`src/rtl/sram_sync_arbiter.sv`:
```
// rtl/sram_sync_arbiter.sv - round-robin arbiter sharing one sram_sync_ctrl among NUM_REQ requesters
// Enforces a minimum command gap, caps reads in flight and routes in-order read responses.
module sram_sync_arbiter #(
  parameter int NUM_REQ   = 4,
  parameter int DATA_W    = 32,
  parameter int ADDR_W    = 18,
  parameter int BE_W      = (DATA_W / 8 > 0) ? DATA_W / 8 : 1,
  parameter int MAX_OUTST = 4,
  parameter int GAP_CYC   = 0
) (
  input  logic                       clk,
  input  logic                       rstn,
  input  logic [NUM_REQ-1:0]         m_req,
  input  logic [NUM_REQ-1:0]         m_we,
  input  logic [NUM_REQ*ADDR_W-1:0]  m_addr,
  input  logic [NUM_REQ*DATA_W-1:0]  m_wdata,
  input  logic [NUM_REQ*BE_W-1:0]    m_be,
  output logic [NUM_REQ-1:0]         m_gnt,
  output logic [NUM_REQ-1:0]         m_rvalid,
  output logic [DATA_W-1:0]          m_rdata,
  output logic                       s_req,
  output logic                       s_we,
  output logic [ADDR_W-1:0]          s_addr,
  output logic [DATA_W-1:0]          s_wdata,
  output logic [BE_W-1:0]            s_be,
  input  logic [DATA_W-1:0]          s_rdata,
  input  logic                       s_rvalid,
  output logic [$clog2(MAX_OUTST):0] outst_cnt,
  output logic                       err_orphan
);

  localparam int IDW = (NUM_REQ > 1) ? $clog2(NUM_REQ) : 1;
  localparam int PW  = (MAX_OUTST > 1) ? $clog2(MAX_OUTST) : 1;
  localparam int CW  = $clog2(MAX_OUTST) + 1;

  typedef enum logic {IDLE, GAP} state_t;

  state_t             state, state_nxt;
  logic [3:0]         gap_cnt;
  logic [IDW-1:0]     rr_ptr, win;
  logic               win_vld, grant, push, pop, slot_free;
  logic [NUM_REQ-1:0] elig;
  logic [IDW-1:0]     id_fifo [MAX_OUTST];
  logic [PW-1:0]      wr_ptr, rd_ptr;

  // A pop only frees a slot from the next cycle on, so eligibility uses the registered count.
  assign slot_free = (outst_cnt < CW'(MAX_OUTST));
  assign elig      = m_req & (m_we | {NUM_REQ{slot_free}});
  assign grant     = rstn && (state == IDLE) && win_vld;
  assign push      = grant && !m_we[win];
  assign pop       = s_rvalid && (outst_cnt != '0);
  assign m_rdata   = s_rdata;

  always_comb begin : rr_search
    int idx;
    idx     = 0;
    win_vld = 1'b0;
    win     = rr_ptr;
    for (int k = 0; k < NUM_REQ; k++) begin
      idx = int'(rr_ptr) + k;
      if (idx >= NUM_REQ) idx = idx - NUM_REQ;
      if (!win_vld && elig[IDW'(idx)]) begin
        win_vld = 1'b1;
        win     = IDW'(idx);
      end
    end
  end

  always_ff @(posedge clk or negedge rstn) begin
    if (!rstn) state <= IDLE;
    else       state <= state_nxt;
  end

  always_comb begin
    state_nxt = state;
    case (state)
      IDLE:    if (grant && GAP_CYC > 0) state_nxt = GAP;
      GAP:     if (gap_cnt <= 4'd1) state_nxt = IDLE;
      default: state_nxt = IDLE;
    endcase
  end

  always_comb begin
    m_gnt    = '0;
    m_rvalid = '0;
    if (grant) m_gnt[win] = 1'b1;
    if (pop)   m_rvalid[id_fifo[rd_ptr]] = 1'b1;
  end

  always_ff @(posedge clk or negedge rstn) begin
    if (!rstn) begin
      gap_cnt    <= '0;
      rr_ptr     <= '0;
      s_req      <= 1'b0;
      s_we       <= 1'b0;
      s_addr     <= '0;
      s_wdata    <= '0;
      s_be       <= '0;
      wr_ptr     <= '0;
      rd_ptr     <= '0;
      outst_cnt  <= '0;
      err_orphan <= 1'b0;
    end else begin
      s_req <= grant;
      if (grant)               gap_cnt <= 4'(GAP_CYC);
      else if (gap_cnt != '0)  gap_cnt <= gap_cnt - 4'd1;
      if (grant) begin
        rr_ptr  <= (win == IDW'(NUM_REQ - 1)) ? '0 : win + 1'b1;
        s_we    <= m_we[win];
        s_addr  <= m_addr[win*ADDR_W +: ADDR_W];
        s_wdata <= m_wdata[win*DATA_W +: DATA_W];
        s_be    <= m_be[win*BE_W +: BE_W];
      end
      if (push) wr_ptr <= (wr_ptr == PW'(MAX_OUTST - 1)) ? '0 : wr_ptr + 1'b1;
      if (pop)  rd_ptr <= (rd_ptr == PW'(MAX_OUTST - 1)) ? '0 : rd_ptr + 1'b1;
      case ({push, pop})
        2'b10:   outst_cnt <= outst_cnt + 1'b1;
        2'b01:   outst_cnt <= outst_cnt - 1'b1;
        default: ;
      endcase
      if (s_rvalid && outst_cnt == '0) err_orphan <= 1'b1;
    end
  end

  // ID storage needs no reset: only entries between rd_ptr and wr_ptr are ever read.
  always_ff @(posedge clk) begin
    if (push) id_fifo[wr_ptr] <= win;
  end

endmodule
```
`config.mk`:
```
export PLATFORM = sky130hd
export DESIGN_NAME = sram_sync_arbiter
export DESIGN_NICKNAME = d
export VERILOG_FILES = /design/src/rtl/sram_sync_arbiter.sv
export SDC_FILE = /design/constraint.sdc
export NUM_CORES = 1
export LEC_CHECK = 0
export CORE_AREA = 2 2 140 142
export DETAILED_ROUTE_END_ITERATION = 7
export DIE_AREA = 0 0 142 144
export HOLD_SLACK_MARGIN = 0.02
export PLACE_DENSITY = 0.75
export SLEW_MARGIN = 30
export SYNTH_ARGS = -nofsm -noshare
export SYNTH_HDL_FRONTEND = slang
export SYNTH_SLANG_ARGS = --single-unit
```
`constraint.sdc`:
```
create_clock -name clk -period 7.02 [get_ports clk]
set_input_delay 1.404 -clock clk [delete_from_list [all_inputs] [get_ports clk]]
set_output_delay 1.404 -clock clk [all_outputs]
set_load 0.02 [all_outputs]
```
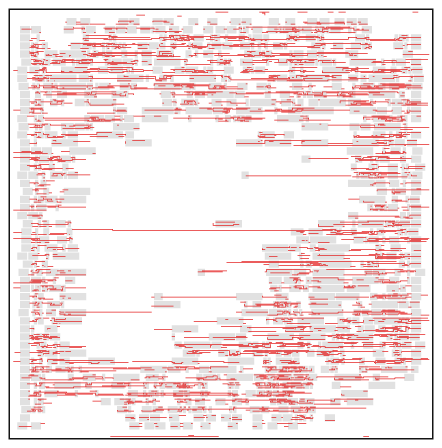
**Above:** the metal 1 layer.
- wire length on this layer: 7380 um
- share of all routed wire: 42%
- longest straight run: 74.1 um

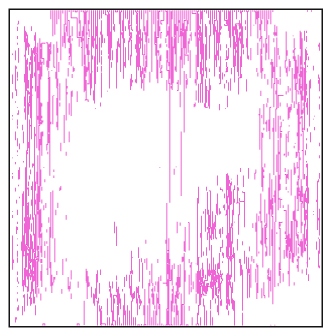
**Above:** metal 2.
- longest straight run: 54.1 um
- main direction: vertical

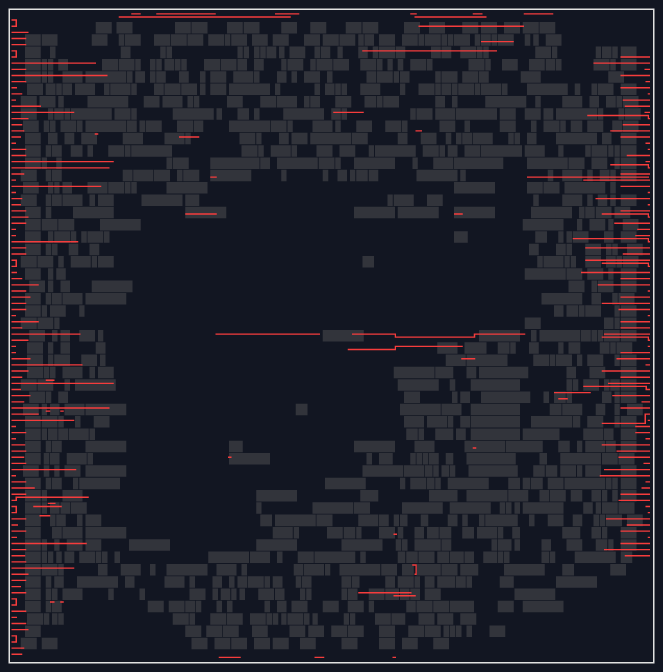
**Above:** the metal 3 layer.
- main direction: horizontal
- share of all routed wire: 7.5%

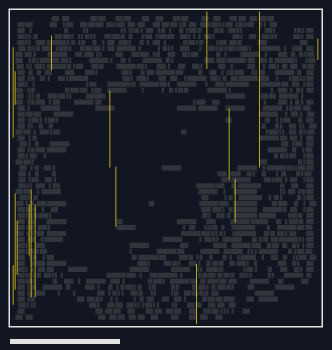
**Above:** signal wires on met4.
The bar under the picture is 50 um long.
- nets with wire on the layer: 14
- main direction: vertical
- longest straight run: 70.7 um

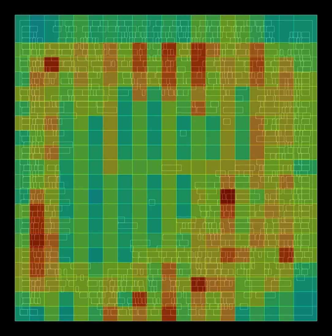
**Above:** track usage over the die.
met1 usage in global routing: 0.2052
WL per Instance: 14.95 um
Core Util, Final: 0.4639

==> out/results.tsv <==
metric	value	unit
GRT overflow	0	
hold slack	455.1	ps
Area Overhead vs Synth	55.27	%
Tool Warnings	34	
worst flop-to-flop path startpoint	rr_ptr[0]$_DFFE_PN0P_	
leading cell types by total area after synthesis	dfrtp_1 (31%), nand2_1 (18%), and3_1 (12%)	
WHS Path Cells	1	
Insertion Delay late pin	330	ps
slowest cell delay on critical path	590	ps
fin crit share	0.8885	
hold endpoint	err_orphan$_DFFE_PN0P_	
power density over the cells	458.8	mW/mm^2
Syn Inst Count	712	
Commonest flop	dfrtp_1	
H-Tree Depth	3	
kind of critical path	input pin to output port	
hpwl dp	13350	um
Syn Nets	985	
CTS Hold Bufs	0	
Yosys reg bits	79	
number of global-route vias before repair	5368	
CP Buf/Inv Count	3	
relative slew slack	0.5443	
run status	complete, no violations	
crit path cell chain	clkdlybuf4s50_1, mux2i_1, a221oi_2, a2111o_1, o311a_1, nand2_2, inv_2, ha_1, and2_1, clkdlybuf4s50_1	
CP dominant cell by count	clkdlybuf4s50_1	
Fmax	160.3	MHz
post-route ant nets	0	
Final Setup Violations	0	
Startpoint Class	input pin	
worst slew pin tran	683.6	ps
unrepaired setup endpoints after global routing	false	
Clock transition at path regs	60	ps
r2r worst-path depth	14	
port bufs	294	
Final Power	4061	uW
post-synth top area share	0.3117	
global-route wire length before repair	27210	um
die height	144	um
Detailed Routing Iterations Pass 1	5	
final setup margin	782.7	ps
Async S/R FF share, synth	0.8987	
pin count of the biggest net entering global routing	72	
Pleak	0.004007	uW
GRT Util Overall	0.1678	
==> final cells by class <==
cell class,instances,area (sq um)
Multi-Input combinational cell,535,3131
Fill cell,1904,10230
Timing Repair Buffer,303,3012
Sequential cell,79,2017
Clock buffer,10,239.0
Tap cell,238,297.8
Inverter,17,65.06
Clock inverter,6,90.09
==> power by group <==
group | switching [uW] | leakage, uW | internal (uW) | total [uW]
registers | 141 | 0.000938 | 695 | 836
logic | 1550 | 0.00291 | 1160 | 2710
clock network | 192 | 0.000162 | 324 | 516
total | 1880 | 0.00401 | 2180 | 4060
==> registers in the layout (all words and copies together) (netlist names) <==
register    flops
s_wdata        32
s_addr         18
id_fifo         8
gap_cnt         4
s_be            4
outst_cnt       3
rd_ptr          2
rr_ptr          2
wr_ptr          2
err_orphan      1
s_req           1
s_we            1
state           1
==> per-stage QoR <==
stage                       util  instance area, sq um
final                     0.4639                  8851
after global routing      0.4639                  8851
after CTS                 0.4637                  8847
after detailed placement  0.4465                  8518
after global placement    0.4465                  8518
after floorplan                -                  5700
==> cells in the mapped netlist, types with 2 or more instances <==
cell type and instances:
mux2i_1 4, o31ai_1 14, and3_1 110, edfxtp_1 8
a21oi_1 2, nor3b_1 2, xnor2_1 2, nand2_1 280
nand2b_1 3, o21ai_0 6, mux4_2 2, buf_4 34
and2_1 12, ha_1 13, dfrtp_1 71, nor3_1 4
buf_6 6, o31ai_2 40, xor2_1 2, mux2_1 2
inv_2 2, inv_1 15, a21o_1 3, o311a_1 2
nor2b_1 2, nor2_1 10, a221o_1 3, clkbuf_1 21
buf_2 20, a221oi_2 2
==> cell usage in the layout, fill, tap and decap left out, types with 2 or more instances in the layout <==
cell,Yosys,layout
mux4_2,2,2
a21o_1,3,3
mux2_1,2,2
nand2b_1,3,3
nor2_1,10,10
xor2_1,2,2
clkbuf_16,0,9
o31ai_1,14,14
o21ai_0,6,6
bufinv_16,0,2
xnor2_1,2,2
a221o_1,3,3
nor3b_1,2,2
and2_1,12,12
a21oi_1,2,2
o311a_1,2,2
a221oi_2,2,2
dfrtp_1,71,71
nor3_1,4,4
inv_1,15,15
ha_1,13,13
nand2_1,280,280
and3_1,110,110
o31ai_2,40,40
edfxtp_1,8,8
buf_4,34,9
clkdlybuf4s50_1,0,293
nor2b_1,2,2
inv_6,0,3
mux2i_1,4,4
==> kinds of logic (layout without fill, tap and decap cells) <==
logic type	Yosys count	in the layout	share of synthesized area
flops	79	79	0.3538
compound gates	82	82	0.1477
buf+inv	98	336	0.09921
mux	9	9	0.02085
simple gates	426	426	0.3402
xor+xnor	4	4	0.006147
fa+ha+maj	14	14	0.03205
==> worst reg2reg max path, cell delays in order (launching register included) <==
cell and delay [ps]:
dfrtp_1 610, mux2i_1 140, a221o_1 380, a2111o_1 400
o311a_1 140, nand2_2 480, inv_2 390, o211a_4 390
inv_1 60, ha_1 170, inv_1 60, fa_1 370
xor2_1 150, nor2_1 110, xor2_1 160
==> metal layers <==
metal | track usage | part of all wire | vias to the layer above
met5 | 0 | 0 | -
met4 | 0.07158 | 0.029 | 0
met3 | 0.04106 | 0.075 | 36
met2 | 0.2827 | 0.48 | 224
met1 | 0.2052 | 0.42 | 2545
li1 | - | - | 2830
Power is estimated from default activity; no workload was simulated.
